run_1/clocks.png
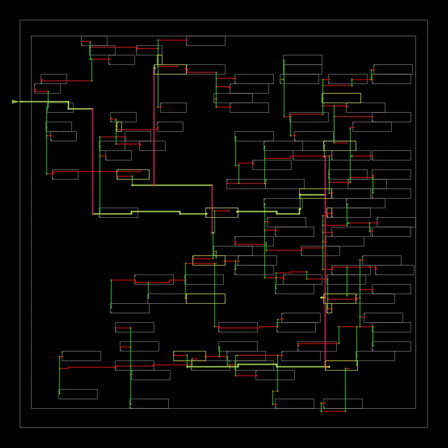
run_1/clk_routes.png
(4 px per um)
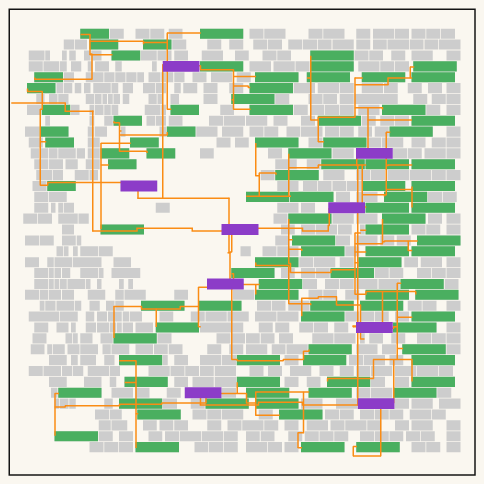
run_1/layer_met2.png
(4 px per um)
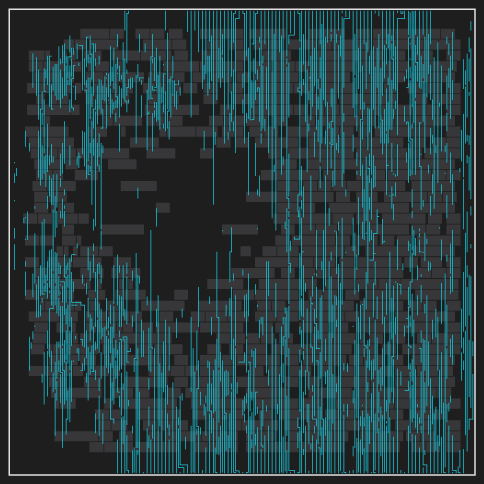
--- config.mk ---
export PLATFORM = sky130hd
export DESIGN_NAME = agu_issue_arbiter_flat
export DESIGN_NICKNAME = d
export VERILOG_FILES = /design/src/rtl/agu_issue_arbiter_pkg.sv /design/src/rtl/agu_issue_arbiter_if.sv /design/src/rtl/agu_issue_arbiter_rob_age_cmp.sv /design/src/rtl/agu_issue_arbiter.sv /design/src/flat_wrapper.sv
export SDC_FILE = /design/constraint.sdc
export NUM_CORES = 1
export LEC_CHECK = 0
export CORE_MARGIN = 3
export CORE_UTILIZATION = 43
export CTS_CLUSTER_DIAMETER = 200
export DETAILED_ROUTE_END_ITERATION = 12
export GPL_ROUTABILITY_DRIVEN = 0
export PLACE_DENSITY = 0.86
export SLEW_MARGIN = 5
export SYNTH_ARGS = -nofsm -noshare
export SYNTH_HDL_FRONTEND = slang
export SYNTH_SLANG_ARGS = --single-unit
--- constraint.sdc ---
create_clock -name cpu_clock_i -period 15.9 [get_ports cpu_clock_i]
set_input_delay 3.18 -clock cpu_clock_i [delete_from_list [all_inputs] [get_ports cpu_clock_i]]
set_output_delay 3.18 -clock cpu_clock_i [all_outputs]
set_load 0.03 [all_outputs]
--- src/rtl/agu_issue_arbiter_pkg.sv ---
// agu_issue_arbiter_pkg: memory-system request field widths and packed request type
package agu_issue_arbiter_pkg;
  localparam int ROB_W  = 6;
  localparam int OP_W   = 4;
  localparam int DEST_W = 6;
  localparam int XLEN   = 32;
  typedef struct packed {
    logic [ROB_W-1:0]  rob;
    logic [OP_W-1:0]   op;
    logic [XLEN-1:0]   data;
    logic [XLEN-1:0]   addr;
    logic [DEST_W-1:0] dest;
  } req_t;
endpackage

--- src/rtl/agu_issue_arbiter_if.sv ---
// agu_issue_arbiter_if: two requester ports plus the AGU-side issue port
interface agu_issue_arbiter_if import agu_issue_arbiter_pkg::*; ();
  logic              req0_vld_i;
  logic [ROB_W-1:0]  req0_rob_i;
  logic [OP_W-1:0]   req0_op_i;
  logic [XLEN-1:0]   req0_data_i;
  logic [XLEN-1:0]   req0_addr_i;
  logic [DEST_W-1:0] req0_dest_i;
  logic              req0_ack_o;
  logic              req1_vld_i;
  logic [ROB_W-1:0]  req1_rob_i;
  logic [OP_W-1:0]   req1_op_i;
  logic [XLEN-1:0]   req1_data_i;
  logic [XLEN-1:0]   req1_addr_i;
  logic [DEST_W-1:0] req1_dest_i;
  logic              req1_ack_o;
  logic              agu_busy_i;
  logic              agu_vld_o;
  logic [ROB_W-1:0]  agu_rob_o;
  logic [OP_W-1:0]   agu_op_o;
  logic [XLEN-1:0]   agu_data_o;
  logic [XLEN-1:0]   agu_addr_o;
  logic [DEST_W-1:0] agu_dest_o;
  modport slave (
    input  req0_vld_i, req0_rob_i, req0_op_i, req0_data_i, req0_addr_i, req0_dest_i,
    input  req1_vld_i, req1_rob_i, req1_op_i, req1_data_i, req1_addr_i, req1_dest_i,
    input  agu_busy_i,
    output req0_ack_o, req1_ack_o,
    output agu_vld_o, agu_rob_o, agu_op_o, agu_data_o, agu_addr_o, agu_dest_o
  );
  modport master (
    output req0_vld_i, req0_rob_i, req0_op_i, req0_data_i, req0_addr_i, req0_dest_i,
    output req1_vld_i, req1_rob_i, req1_op_i, req1_data_i, req1_addr_i, req1_dest_i,
    output agu_busy_i,
    input  req0_ack_o, req1_ack_o,
    input  agu_vld_o, agu_rob_o, agu_op_o, agu_data_o, agu_addr_o, agu_dest_o
  );
endinterface

--- src/rtl/agu_issue_arbiter_rob_age_cmp.sv ---
// rob_age_cmp: a_older is high when rob_a is older than or the same age as rob_b relative to head
module rob_age_cmp import agu_issue_arbiter_pkg::*; (
  input  logic [ROB_W-1:0] head,
  input  logic [ROB_W-1:0] rob_a,
  input  logic [ROB_W-1:0] rob_b,
  output logic             a_older
);
  logic [ROB_W-1:0] age_a, age_b;
  // Ages wrap modulo the ROB size, so distance from head orders entries correctly
  always_comb begin
    age_a   = rob_a - head;
    age_b   = rob_b - head;
    a_older = age_a <= age_b;
  end
endmodule

--- src/rtl/agu_issue_arbiter.sv ---
// agu_issue_arbiter: age-ordered two-way arbiter feeding a single AGU issue register
module agu_issue_arbiter import agu_issue_arbiter_pkg::*; #(
  parameter int CNT_W = 16
) (
  input  logic              cpu_clock_i,
  input  logic              cpu_reset_i,
  input  logic              flush_i,
  input  logic [ROB_W-1:0]  rob_head_i,
  agu_issue_arbiter_if.slave bus,
  output logic [CNT_W-1:0]  conflict_cnt_o
);
  logic             vld_q, vld_d;
  req_t             out_q, out_d;
  logic [CNT_W-1:0] cnt_q, cnt_d;
  req_t             req0, req1;
  logic             r0_older, ok, ack0, ack1, both;
  assign req0 = '{rob: bus.req0_rob_i, op: bus.req0_op_i, data: bus.req0_data_i,
                  addr: bus.req0_addr_i, dest: bus.req0_dest_i};
  assign req1 = '{rob: bus.req1_rob_i, op: bus.req1_op_i, data: bus.req1_data_i,
                  addr: bus.req1_addr_i, dest: bus.req1_dest_i};
  rob_age_cmp u_age (
    .head    (rob_head_i),
    .rob_a   (bus.req0_rob_i),
    .rob_b   (bus.req1_rob_i),
    .a_older (r0_older)
  );
  // Grant when the register is free or draining; reset and flush suppress all grants
  always_comb begin
    ok    = ~cpu_reset_i & ~flush_i & (~vld_q | ~bus.agu_busy_i);
    ack0  = ok & bus.req0_vld_i & (~bus.req1_vld_i | r0_older);
    ack1  = ok & bus.req1_vld_i & (~bus.req0_vld_i | ~r0_older);
    out_d = ack1 ? req1 : ack0 ? req0 : out_q;
    vld_d = flush_i ? 1'b0 : (ack0 | ack1) ? 1'b1 : vld_q & bus.agu_busy_i;
    both  = bus.req0_vld_i & bus.req1_vld_i;
    cnt_d = (both & ~flush_i & ~&cnt_q) ? cnt_q + 1'b1 : cnt_q;
  end
  // Control state: valid flag and saturating conflict counter
  always_ff @(posedge cpu_clock_i) begin
    if (cpu_reset_i) begin
      vld_q <= 1'b0;
      cnt_q <= '0;
    end else begin
      vld_q <= vld_d;
      cnt_q <= cnt_d;
    end
  end
  // Datapath fields carry no reset; they only matter while valid
  always_ff @(posedge cpu_clock_i) begin
    out_q <= out_d;
  end
  assign bus.req0_ack_o = ack0;
  assign bus.req1_ack_o = ack1;
  assign bus.agu_vld_o  = vld_q;
  assign bus.agu_rob_o  = out_q.rob;
  assign bus.agu_op_o   = out_q.op;
  assign bus.agu_data_o = out_q.data;
  assign bus.agu_addr_o = out_q.addr;
  assign bus.agu_dest_o = out_q.dest;
  assign conflict_cnt_o = cnt_q;
endmodule

--- src/flat_wrapper.sv ---
// flat-port wrapper written by rule: the top's interface ports become plain ports
module agu_issue_arbiter_flat import agu_issue_arbiter_pkg::*;
#(
  parameter int CNT_W = 16
)
  (cpu_clock_i, cpu_reset_i, flush_i, rob_head_i, conflict_cnt_o, bus_req0_vld_i, bus_req0_rob_i, bus_req0_op_i, bus_req0_data_i, bus_req0_addr_i, bus_req0_dest_i, bus_req1_vld_i, bus_req1_rob_i, bus_req1_op_i, bus_req1_data_i, bus_req1_addr_i, bus_req1_dest_i, bus_agu_busy_i, bus_req0_ack_o, bus_req1_ack_o, bus_agu_vld_o, bus_agu_rob_o, bus_agu_op_o, bus_agu_data_o, bus_agu_addr_o, bus_agu_dest_o);
  agu_issue_arbiter_if bus_i ();
  input  logic cpu_clock_i;
  input  logic cpu_reset_i;
  input  logic flush_i;
  input  logic [ROB_W-1:0] rob_head_i;
  output logic [CNT_W-1:0] conflict_cnt_o;
  input wire logic [$bits(bus_i.req0_vld_i)-1:0] bus_req0_vld_i;
  input wire logic [$bits(bus_i.req0_rob_i)-1:0] bus_req0_rob_i;
  input wire logic [$bits(bus_i.req0_op_i)-1:0] bus_req0_op_i;
  input wire logic [$bits(bus_i.req0_data_i)-1:0] bus_req0_data_i;
  input wire logic [$bits(bus_i.req0_addr_i)-1:0] bus_req0_addr_i;
  input wire logic [$bits(bus_i.req0_dest_i)-1:0] bus_req0_dest_i;
  input wire logic [$bits(bus_i.req1_vld_i)-1:0] bus_req1_vld_i;
  input wire logic [$bits(bus_i.req1_rob_i)-1:0] bus_req1_rob_i;
  input wire logic [$bits(bus_i.req1_op_i)-1:0] bus_req1_op_i;
  input wire logic [$bits(bus_i.req1_data_i)-1:0] bus_req1_data_i;
  input wire logic [$bits(bus_i.req1_addr_i)-1:0] bus_req1_addr_i;
  input wire logic [$bits(bus_i.req1_dest_i)-1:0] bus_req1_dest_i;
  input wire logic [$bits(bus_i.agu_busy_i)-1:0] bus_agu_busy_i;
  output wire logic [$bits(bus_i.req0_ack_o)-1:0] bus_req0_ack_o;
  output wire logic [$bits(bus_i.req1_ack_o)-1:0] bus_req1_ack_o;
  output wire logic [$bits(bus_i.agu_vld_o)-1:0] bus_agu_vld_o;
  output wire logic [$bits(bus_i.agu_rob_o)-1:0] bus_agu_rob_o;
  output wire logic [$bits(bus_i.agu_op_o)-1:0] bus_agu_op_o;
  output wire logic [$bits(bus_i.agu_data_o)-1:0] bus_agu_data_o;
  output wire logic [$bits(bus_i.agu_addr_o)-1:0] bus_agu_addr_o;
  output wire logic [$bits(bus_i.agu_dest_o)-1:0] bus_agu_dest_o;
  assign bus_i.req0_vld_i = bus_req0_vld_i;
  assign bus_i.req0_rob_i = bus_req0_rob_i;
  assign bus_i.req0_op_i = bus_req0_op_i;
  assign bus_i.req0_data_i = bus_req0_data_i;
  assign bus_i.req0_addr_i = bus_req0_addr_i;
  assign bus_i.req0_dest_i = bus_req0_dest_i;
  assign bus_i.req1_vld_i = bus_req1_vld_i;
  assign bus_i.req1_rob_i = bus_req1_rob_i;
  assign bus_i.req1_op_i = bus_req1_op_i;
  assign bus_i.req1_data_i = bus_req1_data_i;
  assign bus_i.req1_addr_i = bus_req1_addr_i;
  assign bus_i.req1_dest_i = bus_req1_dest_i;
  assign bus_i.agu_busy_i = bus_agu_busy_i;
  assign bus_req0_ack_o = bus_i.req0_ack_o;
  assign bus_req1_ack_o = bus_i.req1_ack_o;
  assign bus_agu_vld_o = bus_i.agu_vld_o;
  assign bus_agu_rob_o = bus_i.agu_rob_o;
  assign bus_agu_op_o = bus_i.agu_op_o;
  assign bus_agu_data_o = bus_i.agu_data_o;
  assign bus_agu_addr_o = bus_i.agu_addr_o;
  assign bus_agu_dest_o = bus_i.agu_dest_o;
  agu_issue_arbiter #(.CNT_W(CNT_W)) u_core (.cpu_clock_i(cpu_clock_i), .cpu_reset_i(cpu_reset_i), .flush_i(flush_i), .rob_head_i(rob_head_i), .bus(bus_i), .conflict_cnt_o(conflict_cnt_o));
endmodule
==> notes.md, run 1 <==
Quick summary of the implementation run below.

The flow ran to the end, and the final reports show no timing, DRC or antenna violations. The net switching share of the total power came out at 0.241. The number of max-cap violations is 0.

The largest buffer count on any clock path came out at 2. Post-synth the commonest register cell is edfxtp_1. The total setup violations reported at the end of the flow came out at 0. The CTS tree is yes. The number of buffers added for setup after CTS came out at 0. For this run the detailed placement stage logged an HPWL of between 10000 and 15000 um. The number of placed cells counting well taps came out at approximately 760. The antenna diode instance count is 0. For reference, the critical path is captured by bus_req0_ack_o. Clock tree synthesis inserted a total of 9 buffers.

The cell taking the most area after synthesis is edfxtp_1. The layout summary lists the proportion of cells stronger than drive strength 1 as 0.166. The cell count after synthesis came out at roughly 350. The initial core utilization came out at 0.449.

The number of buffers and inverters on the critical path came out at 3. Of the total power, registers draw 0.427. The met2 wirelength from detailed routing is about 9200 um. The net count of the finished layout is ~800. In this run, synthesis inferred approximately 80 flip-flops with an integrated enable.

The final total negative setup slack came out at 0 ns. The clock buffer count in the final layout is 10. For the completed layout, the total cell area is recorded as 8320 um2. Tracing the worst setup path back leads to its startpoint at rob_head_i[1].

According to the hold report, the worst path is of the flip-flop to flip-flop type. Measured in cells, the most critical reg-to-reg path has a length of 6. Ranking logic cells in the layout by count gives the top entries clkdlybuf4s50_1 (270), edfxtp_1 (80), mux2_4 (78).

The count of hold buffers inserted by post-cts repair came out at 0. The number of antenna violations at the first check in global routing is 2. The logic share of the area is 0.279. The post-layout instance count excluding filler cells came out at between 700 and 800.

The warning tally printed by Yosys for this design is 0. The power density of the placed cells came out at ~82 nW/um2. The average via count per standard cell came out at between 5 and 6. Of the total synthesized cell area, the portion taken by AND, OR, NAND and NOR gates is 0.0795. The global routing usage on met2 came out at 0.461. The tree is rooted in a clkbuf_16. The maximum number of pins on one net before global-route repair came out at 81. The cell leakage power is roughly 3.1 nW. The signed area change from the synthesized netlist to the final layout is 59.7%. The sink of the worst hold path is u_core.conflict_cnt_o[7].

The achievable clock frequency came out at just over 100 MHz. The first-pass GRT wire length is around 25000 um. The clock net sink count came out at 97. The number of H-tree levels is 3. The logic depth of the worst path, buffers included is 13.
## Picture notes: clocks.png
count of sequential standard cells: 97
P_clk: 0.000228 W

## Picture notes: clk_routes.png
orange -> clock wires  # length 1290 um
purple -> clock drivers  # count 9
green -> flip-flops  # count 97
routed clock nets = 10
flops lie = widely spread

## Picture notes: layer_met2.png
longest straight run = 54.8 um
nets with wire on the layer = 753
main direction = vertical
wire length on this layer = 9240 um

-- run 1: per-stage QoR --
| step | worst slack [ns] | hold slack, ns | util |
|---|---|---|---|
| floorplan | 7.02 | 0.607 | - |
| CTS | 5.95 | 0.506 | 0.716 |
| global route | 5.73 | 0.538 | 0.716 |
| global placement | 6.07 | 0.474 | 0.691 |
| detailed placement | 5.97 | 0.498 | 0.691 |
| finish | 5.96 | 0.504 | 0.716 |
-- run 1: power by group through the flow --
stage / combinational [W] / sequential (W) / clock (W)
after floorplan: 0.0000662 / 0.000316 / 0
after global placement: 0.000154 / 0.000296 / 0
after detailed placement: 0.000160 / 0.000297 / 0
after CTS: 0.000162 / 0.000291 / 0.000231
after global routing: 0.000171 / 0.000292 / 0.000241
final: 0.000162 / 0.000291 / 0.000228
--- run 2 (diff from run 1) ---
Settings changed: CORE_UTILIZATION 43 to 40, PLACE_DENSITY 0.86 to 0.81.
Clock period 15.9 ns to 9.5 ns, I/O delays scaled along.
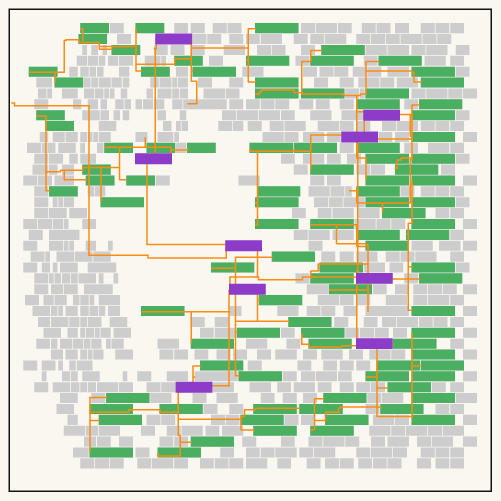
run_2/clk_routes.png
(4 px per um)
green -> flip-flops  # count 97
orange -> clock wires  # length 1240 um
purple -> clock drivers  # count 9
flops lie = widely spread

==> notes.md, run 2 <==
Quick summary of the implementation run below.

The average via count per standard cell is 5.03 (-4.9%). The number of max-cap violations was 0 (unchanged). The utilization after layout is 0.663 (-0.0535).

The sequential power share is 0.417 (-0.010). TritonCTS built the clock tree. Checking hold timing, the worst path is listed with class flip-flop to flip-flop. The number of H-tree levels came out at 3 (unchanged). The post-synthesis simple-gate area fraction is 0.0795 (unchanged).

The net switching share of the total power is 0.235 (-0.00668). The worst slack after detailed placement is 2.17 ns (-3.80 ns). The synthesized instance count came out at 351 (unchanged). The count of nets after finishing was 815 (unchanged). edfxtp_1 takes more of the synthesized area than any other cell. The dominant power group is registers. The clock net sink count was 97 (unchanged).

The yosys warning tally is 0 (unchanged). The largest buffer count on any clock path came out at 2 (unchanged). The first-pass GRT wire length was 23700 um (-4.0%). The number of antenna violations at the first check in global routing is 2 (unchanged). The achievable clock frequency came out at ~140 MHz.

The setup slack of the critical path after layout came out at 2.13 ns (-3.84 ns). The run finished with clean final reports. The signed area change from the synthesized netlist to the final layout came out at 61.2%. The power in sequential cells came to 0.000487 W (+67%).
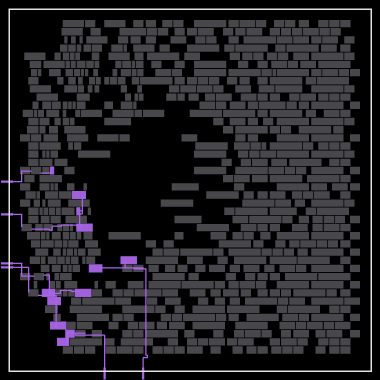
run_2/io_fan.png
(3 px per um)
purple -> bus_req0_rob_i  # direction input, end cells 12, buffers 6, wire 204 um

## run 2: routing by layer
| metal | track usage | vias to the layer above | wire length [um] |
|---|---|---|---|
| li1 | - | 1896 | - |
| met1 | 0.232 | 1948 | 5750 |
| met2 | 0.407 | 167 | 8980 |
| met3 | 0.0697 | 20 | 1370 |
| met4 | 0.0795 | 2 | 300 |
| met5 | 0 | - | 13 |
## run 2: worst reg2reg max path, cell delays in order, from the launching register on
cell	delay [ns]
dfxtp_1	0.33
a211oi_2	0.33
o311ai_1	0.23
a31oi_4	0.20
buf_4	0.45
buf_4	0.88
mux2_2	0.47
## run 2: layout make-up
type	instances	share of cell area
clock buffer	9	0.0268
sequential	97	0.326
multi-input combinational	229	0.276
antenna	1	0.000298
clock inverter	7	0.0139
tap	172	0.0256
timing repair buffer	273	0.324
inverter	14	0.00626
--- run 3 (diff from run 2) ---
Clock period 9.5 ns to 6.8 ns, I/O delays scaled along.
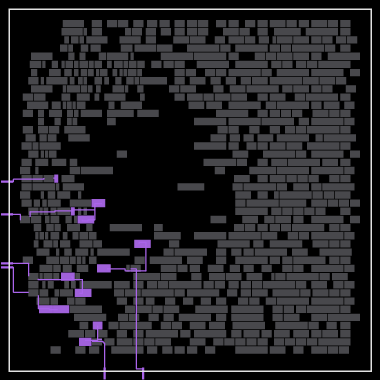
run_3/io_fan.png
(3 px per um)
purple -> bus_req0_rob_i  # direction input, end cells 12, buffers 6, wire 198 um

==> notes.md, run 3 <==
Quick summary of the implementation run below.

The run finished with clean final reports. The cell taking the most area after synthesis is edfxtp_1. In this run the tool buffered the top-level ports with roughly 270 buffer cells. The clock buffer count in the final layout came out at 9 (unchanged). The number of non-clock inverters in the layout is 14 (unchanged). The number of max-cap violations came out at 0 (unchanged).

The flip-flop and latch area came out at 2740 um2. The clock net sink count was 97 (unchanged). The share of the synthesized area in the top cell type is 0.461.

The share of the final layout cell area in sequential cells was 0.329 (+0.00284). The setup slack of the critical path after layout came to 0.496 ns (-1.63 ns). Between the synthesized netlist and the finished layout, the area growth was recorded as 59.8%.

The number of well-tap cells placed was 172 (unchanged). The final report lists a non-filler cell total of roughly 800. The net switching share of the total power is 0.253 (+0.0186). The element type at the critical path end is a primary output. The placeable core area came out at ~13000 um2. The logic share of the area is 0.279 (+0.00241).

The power in sequential cells came to 0.000680 W (+40%). The clock group total power came out at 0.000471 W. The post-synthesis cell type count came out at approximately 45. Ranked by total area, the top cell class in this layout is flip-flops and latches. The number of H-tree levels is 3 (unchanged).

The worst slack after detailed placement came to 0.539 ns (-1.63 ns). The antenna diode instance count came out at 1 (unchanged). The achievable clock frequency is between 150 and 200 MHz. The most critical min-delay path falls under flip-flop to flip-flop. The number of antenna violations at the first check in global routing is 2 (unchanged). The clock insertion delay at the later pin of the skew report came out at between 0.3 and 0.4 ns. The layout multi-input combinational cell count is 229 (unchanged). The shortest clock period the worst path allows after layout came out at 6.30 ns. The number of buffers and inverters on the critical path is 3. The sequential power share is 0.446 (+0.029). The final total negative setup slack came out at 0 ns. The number of buffers other than clock buffers in the final layout is 273 (unchanged).

The average via count per standard cell came out at 5.04 (+0.22%). The largest buffer count on any clock path came to 2 (unchanged). The largest share of the power goes to registers.

The count of nets after finishing came out at 815 (unchanged). The worst hold path terminates at u_core.conflict_cnt_o[15]. The CTS clock-pin slew for the worst setup and hold paths is approximately 0.07 ns.

The layout buffering overhead excluding clock cells is 0.327 (+0.00283). TritonCTS built the clock tree. The clock tree cell share of total cell area was 0.0323 (-0.00836). The count of cells along the worst hold path is 2. The number of sequential cells is 97 (unchanged). Per the cell usage report, the commonest logic cell in the layout is clkdlybuf4s50_1.

The yosys warning tally came out at 0 (unchanged). The first-pass GRT wire length was 23700 um (+0.12%). The synthesized instance count came out at 351 (unchanged).
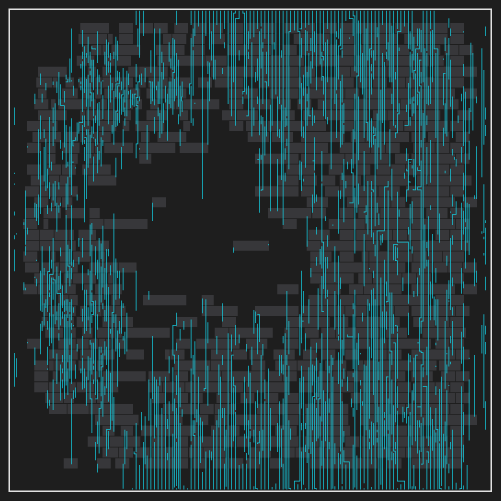
run_3/layer_met2.png
(4 px per um)
main direction = vertical
share of all routed wire = 53%
nets with wire on the layer = 753
longest straight run = 53.4 um
wire length on this layer = 8560 um

run 3: per-layer routing:
| layer | up-vias | global-route usage | wire, um | part of all wire |
|---|---|---|---|---|
| li1 | 1896 | - | - | - |
| met1 | 1939 | 0.218 | 5400 | 0.34 |
| met2 | 169 | 0.400 | 8560 | 0.53 |
| met3 | 36 | 0.0825 | 1580 | 0.098 |
| met4 | 2 | 0.103 | 567 | 0.035 |
| met5 | - | 0 | 13 | 0.00081 |
run 3: logic make-up (layout without fill, tap and decap cells):
group	count (synthesis)	after routing	share of synthesized area
xor gates and xnor gates	7	7	0.0118
DFF	97	97	0.526
AOI/OAI and AO/OA	46	46	0.0627
buffers and inverters	25	303	0.0298
other	0	1	0
and+or+nand+nor	71	71	0.0795
adders and majority gates	19	19	0.0485
muxes	86	86	0.242
Power is estimated from default activity; no workload was simulated.
